**src/rtl/dmem_pkg.sv**
```systemverilog
// Shared constants for the data-memory arbiter: FSM encoding, core count and
// core index values.
package dmem_pkg;

    localparam int NCORE = 4;

    typedef enum logic [1:0] {
        IDLE  = 2'b00,
        ISSUE = 2'b01,
        WAIT  = 2'b10,
        DONE  = 2'b11
    } state_t;

    localparam logic [1:0] CORE1 = 2'd0;
    localparam logic [1:0] CORE2 = 2'd1;
    localparam logic [1:0] CORE3 = 2'd2;
    localparam logic [1:0] CORE4 = 2'd3;

endpackage

```
**src/rtl/dmem_arbiter_rr.sv**
```systemverilog
// Combinational 4-way round-robin pick; the search starts one past the last grant.
module rr_arbiter4
    import dmem_pkg::*;
(
    input  logic [NCORE-1:0] req_i,
    input  logic [1:0]       last_i,
    output logic [1:0]       grant_o,
    output logic             valid_o
);

    logic [1:0] idx_s;

    // Walk from lowest to highest priority so the nearest requester overwrites last.
    always_comb begin
        grant_o = 2'd0;
        valid_o = 1'b0;
        idx_s   = 2'd0;
        for (int i = 4; i >= 1; i--) begin
            idx_s   = last_i + 2'(i);
            grant_o = req_i[idx_s] ? idx_s : grant_o;
            valid_o = valid_o | req_i[idx_s];
        end
    end

endmodule

```
**src/rtl/dmem_arbiter.sv**
```systemverilog
// Shares one single-port DRAM between four cores, serving one load/store at a
// time in round-robin order with a one-cycle completion pulse per core.
module dmem_arbiter
    import dmem_pkg::*;
#(
    parameter int WIDTH  = 8,
    parameter int AWIDTH = 8
) (
    input  logic              Clk,
    input  logic              Rst_n,
    input  logic              coreS_1,
    input  logic              coreS_2,
    input  logic              coreS_3,
    input  logic              coreS_4,
    input  logic              dREAD_1,
    input  logic              dREAD_2,
    input  logic              dREAD_3,
    input  logic              dREAD_4,
    input  logic              dWRITE_1,
    input  logic              dWRITE_2,
    input  logic              dWRITE_3,
    input  logic              dWRITE_4,
    input  logic [AWIDTH-1:0] ADDR_1,
    input  logic [AWIDTH-1:0] ADDR_2,
    input  logic [AWIDTH-1:0] ADDR_3,
    input  logic [AWIDTH-1:0] ADDR_4,
    input  logic [WIDTH-1:0]  WDATA_1,
    input  logic [WIDTH-1:0]  WDATA_2,
    input  logic [WIDTH-1:0]  WDATA_3,
    input  logic [WIDTH-1:0]  WDATA_4,
    input  logic [WIDTH-1:0]  DATA_IN,
    output logic              rEN,
    output logic              wEN,
    output logic [AWIDTH-1:0] ADDR_OUT,
    output logic [WIDTH-1:0]  DATA_OUT,
    output logic [WIDTH-1:0]  RDATA_1,
    output logic [WIDTH-1:0]  RDATA_2,
    output logic [WIDTH-1:0]  RDATA_3,
    output logic [WIDTH-1:0]  RDATA_4,
    output logic              dmemAV1,
    output logic              dmemAV2,
    output logic              dmemAV3,
    output logic              dmemAV4
);

    logic [NCORE-1:0]  rd_s;
    logic [NCORE-1:0]  wr_s;
    logic [NCORE-1:0]  req_s;
    logic [AWIDTH-1:0] addr_s  [NCORE];
    logic [WIDTH-1:0]  wdata_s [NCORE];
    logic [1:0]        pick_s;
    logic              valid_s;

    state_t            state_q;
    logic [1:0]        grant_q;
    logic [1:0]        last_q;
    logic              wr_q;
    logic              ren_q;
    logic              wen_q;
    logic [AWIDTH-1:0] addr_q;
    logic [WIDTH-1:0]  data_q;
    logic [WIDTH-1:0]  rdata_q [NCORE];
    logic [NCORE-1:0]  av_q;

    assign rd_s  = {dREAD_4, dREAD_3, dREAD_2, dREAD_1};
    assign wr_s  = {dWRITE_4, dWRITE_3, dWRITE_2, dWRITE_1};
    // Inactive cores are masked only here, at grant time.
    assign req_s = (rd_s | wr_s) & ~{coreS_4, coreS_3, coreS_2, coreS_1};

    assign addr_s[0]  = ADDR_1;
    assign addr_s[1]  = ADDR_2;
    assign addr_s[2]  = ADDR_3;
    assign addr_s[3]  = ADDR_4;
    assign wdata_s[0] = WDATA_1;
    assign wdata_s[1] = WDATA_2;
    assign wdata_s[2] = WDATA_3;
    assign wdata_s[3] = WDATA_4;

    rr_arbiter4 u_rr (
        .req_i   (req_s),
        .last_i  (last_q),
        .grant_o (pick_s),
        .valid_o (valid_s)
    );

    // Transaction FSM with the pointer and all registered DRAM/core outputs.
    always_ff @(posedge Clk) begin
        if (!Rst_n) begin
            state_q <= IDLE;
            grant_q <= CORE1;
            last_q  <= CORE4;
            wr_q    <= 1'b0;
            ren_q   <= 1'b0;
            wen_q   <= 1'b0;
            addr_q  <= '0;
            data_q  <= '0;
            av_q    <= '0;
            for (int i = 0; i < NCORE; i++) begin
                rdata_q[i] <= '0;
            end
        end else begin
            case (state_q)
                IDLE: begin
                    if (valid_s) begin
                        grant_q <= pick_s;
                        last_q  <= pick_s;
                        addr_q  <= addr_s[pick_s];
                        data_q  <= wdata_s[pick_s];
                        wr_q    <= wr_s[pick_s];
                        ren_q   <= ~wr_s[pick_s];
                        wen_q   <= wr_s[pick_s];
                        state_q <= ISSUE;
                    end else begin
                        ren_q   <= 1'b0;
                        wen_q   <= 1'b0;
                    end
                end
                ISSUE: begin
                    ren_q   <= 1'b0;
                    wen_q   <= 1'b0;
                    state_q <= WAIT;
                end
                WAIT: begin
                    if (!wr_q) begin
                        rdata_q[grant_q] <= DATA_IN;
                    end
                    av_q    <= 4'b0001 << grant_q;
                    state_q <= DONE;
                end
                DONE: begin
                    av_q    <= '0;
                    state_q <= IDLE;
                end
                default: begin
                    ren_q   <= 1'b0;
                    wen_q   <= 1'b0;
                    av_q    <= '0;
                    state_q <= IDLE;
                end
            endcase
        end
    end

    assign rEN      = ren_q;
    assign wEN      = wen_q;
    assign ADDR_OUT = addr_q;
    assign DATA_OUT = data_q;
    assign RDATA_1  = rdata_q[0];
    assign RDATA_2  = rdata_q[1];
    assign RDATA_3  = rdata_q[2];
    assign RDATA_4  = rdata_q[3];
    assign dmemAV1  = av_q[0];
    assign dmemAV2  = av_q[1];
    assign dmemAV3  = av_q[2];
    assign dmemAV4  = av_q[3];

endmodule

```
**config.mk**
```make
export PLATFORM = sky130hd
export DESIGN_NAME = dmem_arbiter
export DESIGN_NICKNAME = d
export VERILOG_FILES = /design/src/rtl/dmem_pkg.sv /design/src/rtl/dmem_arbiter_rr.sv /design/src/rtl/dmem_arbiter.sv
export SDC_FILE = /design/constraint.sdc
export NUM_CORES = 1
export LEC_CHECK = 0
export CAP_MARGIN = 10
export CORE_ASPECT_RATIO = 1.2
export CORE_UTILIZATION = 30
export CTS_CLUSTER_SIZE = 28
export DETAILED_ROUTE_END_ITERATION = 12
export PLACE_DENSITY = 0.73
export SETUP_SLACK_MARGIN = 0.3
export SYNTH_ARGS = -nofsm -noshare
export SYNTH_HDL_FRONTEND = slang
export SYNTH_SLANG_ARGS = --single-unit
```
**constraint.sdc**
```tcl
create_clock -name Clk -period 2.3 [get_ports Clk]
set_input_delay 0.46 -clock Clk [delete_from_list [all_inputs] [get_ports Clk]]
set_output_delay 0.46 -clock Clk [all_outputs]
set_load 0.1 [all_outputs]
```
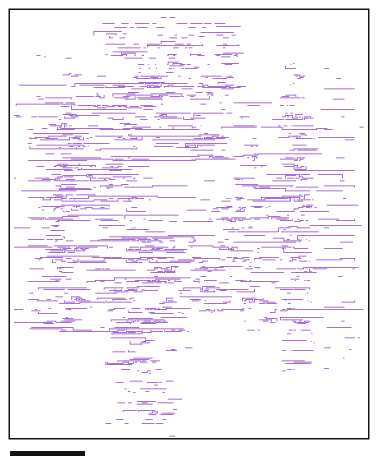
Fig. 1. M1 wires (run 1).
Scale bar: 20 µm.
The longest straight run is 23.5 µm. The wires run mostly horizontal. The layer holds 37% of the routed length. 483 nets have wire on it.
via count: 3,082
GRT met1 Usage: 19.8%
Total Wirelength: 9900 µm

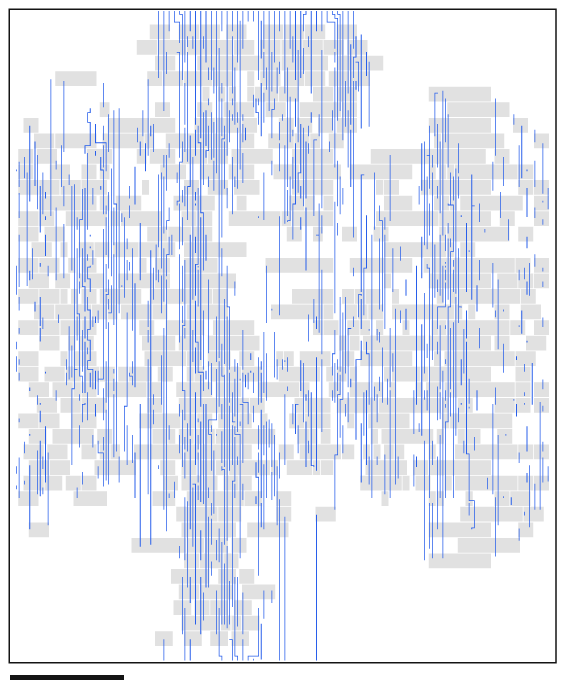
Fig. 2. Signal wires on met2 (run 1).
Scale bar: 20 µm.
499 nets have wire on it. The longest straight run is 54.1 µm. The wires run mostly vertical.
grt met2 use: 33.8%

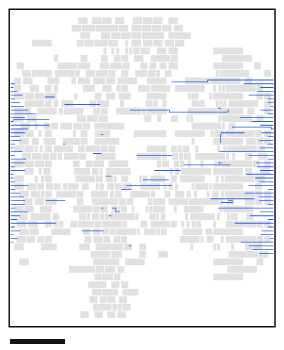
Fig. 3. M3 wires (run 1).
Scale bar: 20 µm.
The wires run mostly horizontal. The layer holds 6.8% of the routed length.
met3 Usage GRT: 3.67%

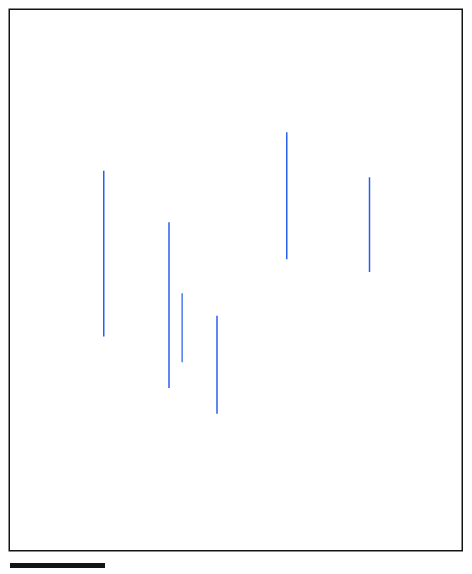
Fig. 4. M4 wires (run 1).
Scale bar: 20 µm.
The layer holds 1.5% of the routed length. The layer carries 150 µm of wire.

==> flow_summary.ini, run 1 <==
; physical design summary
[status]
status = completed

[synthesis]
edf_count = 32
yosysCellCount = 303
ys_ff = 61
synth.avg_cell_area_um2 = 10.3
synthArstFlopShare_pct = 0
fp_nets = 393
area_leaders = edfxtp_1, dfxtp_1, a211oi_1, mux2i_1, nor2_1
synthCells = 303
synth_warnings = 0

[routing]
drtAntennaViolNets = 0

[grt]
grt_pass1_wl_um = 15200
antenna_found_initial = 0
track_usage_pct = 18.4
grt_pass1_vias = 3065

[clocking]
cts_inserted_buffers = 9
clkTransAtPathRegs_ps = 60
post_cts_buffers = 14
clk_latency_ps = 320

[final_layout]
final_cells = 614

[power]
power_leader = combinational cells
ir_worst_vdd_uv = 817
power_frac_clock_pct = 20.1
swShare_pct = 47.9
p_comb_mw = 3.84

[floorplanning]
io_pins = 140
core_mm2 = 0.0101

[sta]
fin_ws_ps = 319
rsz0062_at_grt = true
drv_slew = 0
setup_violations = 0

[critical_path]
critical_path_class = primary input to register
crit_family = buffers and inverters
cp_num_buf_inv = 4
critPathCaptureType = register
==> run 1: flip-flops by register name, summed over array words and instances (netlist names) <==
register,count
DATA_OUT,8
rEN,1
ADDR_OUT,8
last_q,2
wr_q,1
grant_q,2
av_q,4
wEN,1
state_q,2
rdata_q,32
==> run 1: final timing paths <==
| check | slack (ps) | endpoint | cells after the start | from |
|---|---|---|---|---|
| max | 320 | wEN | 9 | dREAD_4 |
| min | 470 | av_q[3] | 2 | av_q[3] |
| max reg2reg | 420 | wEN | 5 | last_q[0] |
| min reg2reg | 470 | av_q[3] | 2 | av_q[3] |
==> run 1: routing by layer <==
metal / share of wire (%) / GRT usage [%]
met2: 55 / 33.8
met3: 6.7 / 3.67
met1: 37 / 19.8
met5: 0 / 0
met4: 1.5 / 8.48
==> run 1: cell type report <==
cell class                      count  area (µm²)
Inverter                           29         109
Timing Repair Buffer              186        1680
Clock buffer                       12         256
Clock inverter                      4        47.5
Multi-Input combinational cell    196        1590
Tap cell                          126         158
Fill cell                         882        4730
Sequential cell                    61        1540
==> run 1: cells by family (layout without fill, tap and decap cells) <==
family / count (synthesis) / in the layout / share of synthesized area (%)
fa+ha+maj: 4 / 4 / 1.60
simple gates: 68 / 70 / 9.74
flops: 61 / 61 / 49.2
mux: 17 / 17 / 5.43
compound gates: 104 / 105 / 26.7
buf+inv: 49 / 231 / 7.34
==> run 1: cells in the final DEF, fill, tap and decap left out, types with 5 or more instances in the layout <==
master           instances
buf_4                   91
clkdlybuf4s50_1         73
nor2_1                  34
a211oi_1                34
edfxtp_1                32
dfxtp_1                 29
inv_1                   29
a211oi_2                17
nand2_1                 16
o21ai_0                 16
mux2i_1                 12
dlygate4sd2_1           11
o21ai_1                  9
clkbuf_16                9
a21oi_1                  6
nand2b_1                 5
nand3_1                  5
buf_6                    5
--- run 2 (diff from run 1) ---
--- a/config.mk
+++ b/config.mk
@@ -7,10 +7,10 @@
 export LEC_CHECK = 0
 export CAP_MARGIN = 10
 export CORE_ASPECT_RATIO = 1.2
-export CORE_UTILIZATION = 30
+export CORE_UTILIZATION = 42
 export CTS_CLUSTER_SIZE = 28
 export DETAILED_ROUTE_END_ITERATION = 12
-export PLACE_DENSITY = 0.73
+export PLACE_DENSITY = 0.93
 export SETUP_SLACK_MARGIN = 0.3
 export SYNTH_ARGS = -nofsm -noshare
 export SYNTH_HDL_FRONTEND = slang
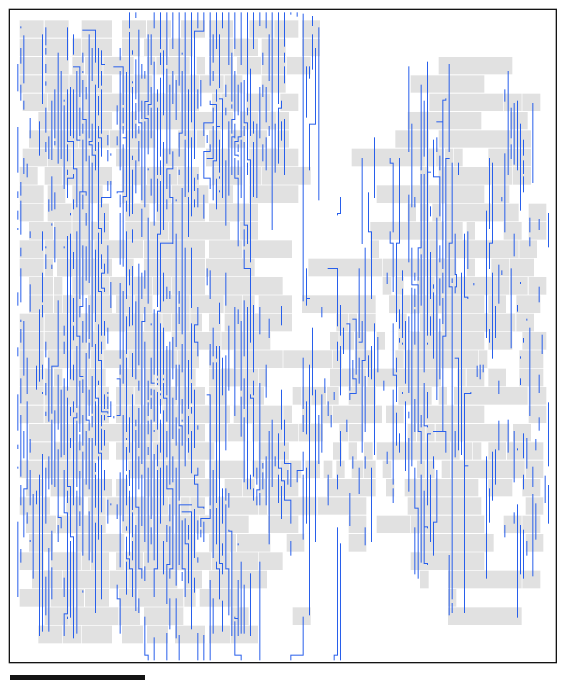
Fig. 5. Signal wires on met2 (run 2).
Scale bar: 20 µm.
The layer carries 5,280 µm of wire. The wires run mostly vertical. The longest straight run is 46.2 µm. The layer holds 53% of the routed length.

==> run 2 against run 1 <==
  * Hold slack got worse by 8.3 ps
  * Combinational power decreased by 5.2%
  * Die area decreased by 28%
  * Sequential share of layout area increased by 1.9 points
  * Via count increased by 4.2%
  * Sequential power about the same
  * Fmax decreased by 1.5%
  * Sequential cell count unchanged
==> flow_summary.ini, run 2 <==
; physical design summary
[final_layout]
largest_reg_flops = 32
postLayoutCellArea_mm2 = 0.00504
syn2layout_area_growth_pct = 60.8
final_cells = 562
fin_util_pct = 69.7
antennaDiodeCount = 0
fin_nets = 557
regMostFlops = rdata_q
drive_above_1_share_pct = 27.8
layout_top_cells_excl_fill_tap = buf_4, clkdlybuf4s50_1, a211oi_1
layout_top_cell = buf_4

[power]
ir_worst_vdd_uv = 1110
swShare_pct = 50.9
p_switching_mw = 3.12
p_leak_nw = 2.13
p_comb_share_pct = 59.3
sequentialPowerShare_pct = 26.0
power_frac_clock_pct = 14.7

[synthesis]
synth_warnings = 0
area_leaders = edfxtp_1, dfxtp_1, a211oi_1, mux2i_1, nor2_1
yosysCellCount = 303
fp_nets = 393
synth.avg_cell_area_um2 = 10.3
synthCells = 303
synthesis.area_mm2 = 0.00314
synthArstFlopShare_pct = 0
yosys_area_mm2 = 0.00314
flop_cell = edfxtp_1
synthTopCellsByCount = a211oi_1, nor2_1, edfxtp_1
ys_ff = 61
top_area_share_pct = 30.6
yosysSeqAreaShare_pct = 49.2
edf_count = 32

[grt]
use_met1_pct = 25.8
busiest_layer = met2
grt_start_max_net_pins = 23
gr-usage-met3_pct = 5.57
grt_pass1_wl_um = 14500
antenna_found_initial = 0
grt_pass1_vias = 3169
use_met2_pct = 44.0
track_usage_pct = 24.4

[critical_path]
critPathCaptureType = register
crit_family = AND-OR/OR-AND gates
critical_path_class = primary input to register
crit_fanout = 9
cp.arrival_ps = 2260
path_common_cell = a211oi_1
cp_num_buf_inv = 3
slowest_stage = o41a_1
critPathMaxStageDelay_ps = 500

[placement]
dpl_cell_area_mm2 = 0.00460
place_congestion = 0.860
place_inst = 536

[routing]
dr_total_vias = 3212
route.met3.wl_um = 878
drt_pass1_iterations = 5
routed_via_density = 5.72
wl_met2_um = 5280
drtAntennaViolNets = 0
drt_iter0_drc = 139
wire_per_inst_um = 17.9
wl_met1_um = 3430
highest_layer = met4
wirelength_um = 10000

[floorplanning]
die_y_um = 96.7
initial_core_util_pct = 43.4
chipArea_mm2 = 0.00782
core_mm2 = 0.00723
die_w_um = 80.9
io_pins = 140

[flow_run]
max_cap_viol_count = 0
warning_count = 31

[clocking]
clkTransAtPathRegs_ps = 70
clk_latency_ps = 330
clockBufferDepth = 2
cts_max_level = 3
cts_inserted_buffers = 9
cts.sinks = 61

[sta]
min_period_ps = 2010
setup_violations = 0
setup_tns_ps = 0
drv_slew = 0
tightest_slew_ps = 734
rsz0062_at_grt = true
finClkSkew_ps = 5.57
finalCritPeriodShare_pct = 87.5
finalHoldViolCount = 0
relSlewSlack_pct = 50.8

[status]
status = completed
## run 2: area by class of cell
| type | count | area [µm²] |
|---|---|---|
| well taps | 90 | 113 |
| clock buffers | 11 | 131 |
| flip-flops and latches | 61 | 1540 |
| multi-input cells | 193 | 1450 |
| repair buffers | 173 | 1650 |
| fillers | 505 | 2190 |
| clock inverters | 5 | 51.3 |
| inverters | 29 | 109 |
## run 2: cell families (layout without fill, tap and decap cells)
logic type / after synthesis / after routing / synth area share, %
compound gates: 104 / 104 / 26.7
simple gates: 68 / 68 / 9.74
flops: 61 / 61 / 49.2
buf+inv: 49 / 218 / 7.34
mux: 17 / 17 / 5.43
fa+ha+maj: 4 / 4 / 1.60
## run 2: repair_timing
action / CTS / global route
hold buffers: 0 / 0
buffers inserted: 3 / 4
gates resized: 18 / 23
setup endpoints to repair: 50 / 51
pin swaps: 8 / 8
gates cloned: 0 / 3
## run 2: worst paths after layout
check	start	to	slack (ps)	depth (start not counted)
worst max-delay path	dWRITE_2	ADDR_OUT[1]	290	8
worst min-delay path	av_q[3]	av_q[3]	460	2
worst max register to register	state_q[0]	DATA_OUT[3]	340	7
worst min register to register	av_q[3]	av_q[3]	460	2
## run 2: power by group through the flow
stage | combinational, mW | clock (mW) | sequential [mW]
2_1_floorplan | 1.05 | 0 | 3.00
4_1_cts | 3.34 | 0.916 | 1.58
6_report | 3.64 | 0.901 | 1.60
3_5_place_dp | 3.31 | 0 | 1.60
5_1_grt | 3.78 | 0.966 | 1.63
3_3_place_gp | 3.25 | 0 | 1.59
## run 2: through the flow
step           hold slack [ps]  power, mW  setup slack (ps)
4_1_cts                    465       5.84               294
6_report                   462       6.14               289
3_5_place_dp               455       4.91              -184
2_1_floorplan              458       4.05               410
3_3_place_gp               447       4.84              -103
5_1_grt                    528       6.37               226
--- run 3 (diff from run 2) ---
--- a/config.mk
+++ b/config.mk
@@ -5,7 +5,7 @@
 export SDC_FILE = /design/constraint.sdc
 export NUM_CORES = 1
 export LEC_CHECK = 0
-export CAP_MARGIN = 10
+export CAP_MARGIN = 20
 export CORE_ASPECT_RATIO = 1.2
 export CORE_UTILIZATION = 42
 export CTS_CLUSTER_SIZE = 28
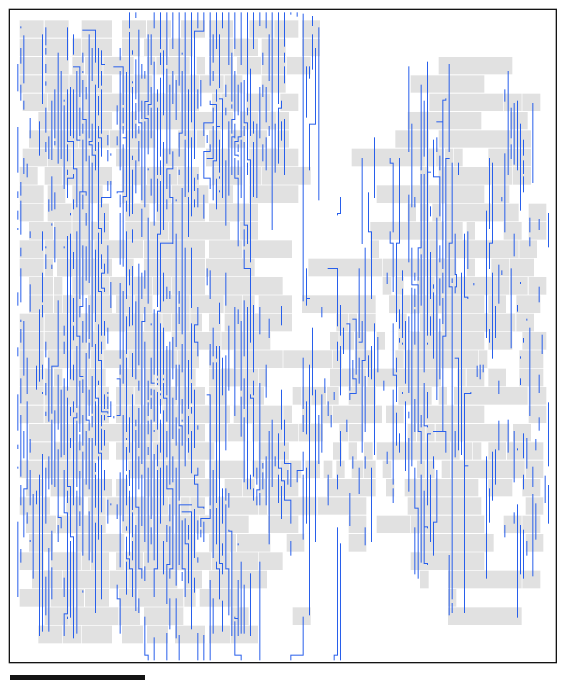
Fig. 6. Signal wires on met2 (run 3).
Scale bar: 20 µm.
The layer carries 5,280 µm of wire. The wires run mostly vertical. The longest straight run is 46.2 µm. 497 nets have wire on it.

==> run 3 against run 2 <==
  * Via count did not move
  * Cell count stayed put
  * Sequential share of layout area did not move
  * Clock power about the same
  * Wire length unchanged
  * Sequential cell count unchanged
  * Largest cell class unchanged
  * Highest routed layer unchanged
==> flow_summary.ini, run 3 <==
; physical design summary
[power]
swShare_pct = 50.9
p_leak_nw = 2.13
ir_worst_vdd_uv = 1110
p_comb_share_pct = 59.3
total_power_mw = 6.14

[clocking]
clockBufferDepth = 2
cts_inserted_buffers = 9
cts.sinks = 61
cts_max_level = 3
clkTransAtPathRegs_ps = 70

[final_layout]
antennaDiodeCount = 0
fin_nets = 557
comb_share_pct = 28.7
dominant_cells = buffers
regMostFlops = rdata_q
clockNetworkAreaShare_pct = 3.62
layout_top_cell = buf_4
flops = 61
final_cells = 562
nClkBuffers = 11
comb.multi_input.count = 193
flop_area_mm2 = 0.00154
buffer_area_share_pct = 32.7
seq_area_share_pct = 30.6
buffers_excl_clock = 173

[floorplanning]
die_y_um = 96.7
die_w_um = 80.9
io_pins = 140
core_mm2 = 0.00723
num_tap_cells = 90
initial_core_util_pct = 43.4

[critical_path]
cp.arrival_ps = 2260
worstReg2RegEnd = DATA_OUT[3]
crit_fanout = 9
critical_path_class = primary input to register

[grt]
use_met1_pct = 25.8
grt_pass1_wl_um = 14500
use_met2_pct = 44.0
antenna_found_initial = 0
busiest_layer = met2
track_usage_pct = 24.4

[placement]
place_ws_ps = -184

[sta]
min_period_ps = 2010
finalHoldViolCount = 0
fin_ws_ps = 289
setup_violations = 0
finalCritPeriodShare_pct = 87.5
drv_slew = 0
relSlewSlack_pct = 50.8
tightest_slew_ps = 734

[routing]
wirelength_um = 10000
drt_pass1_iterations = 5
dr_total_vias = 3212

[flow_run]
warning_count = 31
max_cap_viol_count = 0

[synthesis]
yosys_area_mm2 = 0.00314
synthArstFlopShare_pct = 0
area_leaders = edfxtp_1, dfxtp_1, a211oi_1, mux2i_1, nor2_1
fp_nets = 393
yosysCellCount = 303

[status]
status = completed

[min_path]
hp-start = av_q[3]
run 3: cell counts in the layout (fill, tap and decap cells not counted):
No cell type changed its count.
run 3: worst max-delay path: stages:
cell	delay (ps)
dlygate4sd2_1	280
o21ba_4	250
buf_4	140
o41a_1	500
nand3_4	170
buf_6	180
a211oi_1	60
a211oi_1	220
run 3: cells by family after synthesis:
| logic type | count (synthesis) | synth area share [%] |
|---|---|---|
| AOI/OAI and AO/OA | 104 | 26.7 |
| adders and majority gates | 4 | 1.60 |
| buffers and inverters | 49 | 7.34 |
| DFF | 61 | 49.2 |
| muxes | 17 | 5.43 |
| and+or+nand+nor | 68 | 9.74 |
run 3: power groups by stage:
stage                     logic (mW)  clock network, mW  registers (mW)
after floorplan                 1.05                  0            3.00
after global placement          3.25                  0            1.59
after detailed placement        3.31                  0            1.60
after CTS                       3.34              0.916            1.58
after global routing            3.78              0.966            1.63
final                           3.64              0.901            1.60
run 3: per-stage QoR:
stage,util (%),TNS [ps],cell area [µm²]
2_1_floorplan,-,0,3140
3_3_place_gp,63.6,-369,4600
3_5_place_dp,63.6,-1690,4600
4_1_cts,66.9,0,4830
5_1_grt,69.7,0,5040
6_report,69.7,0,5040
run 3: per-layer routing:
metal	share of wire [%]	up-vias	routed length [µm]
met3	8.7	43	878
met5	0	-	0
li1	-	1449	-
met2	53	232	5280
met4	4.4	0	444
met1	34	1488	3430
run 3: how the worst max path moves through the flow:
stage               depth (start not counted)          end  slack [ps]
floorplan                                   6          wEN         410
global placement                            7          wEN        -100
detailed placement                          7          wEN        -180
CTS                                         7         wr_q         290
global route                                7  ADDR_OUT[4]         230
finish                                      8  ADDR_OUT[1]         290
No activity file was given, so power comes from the tool's default toggle rates.
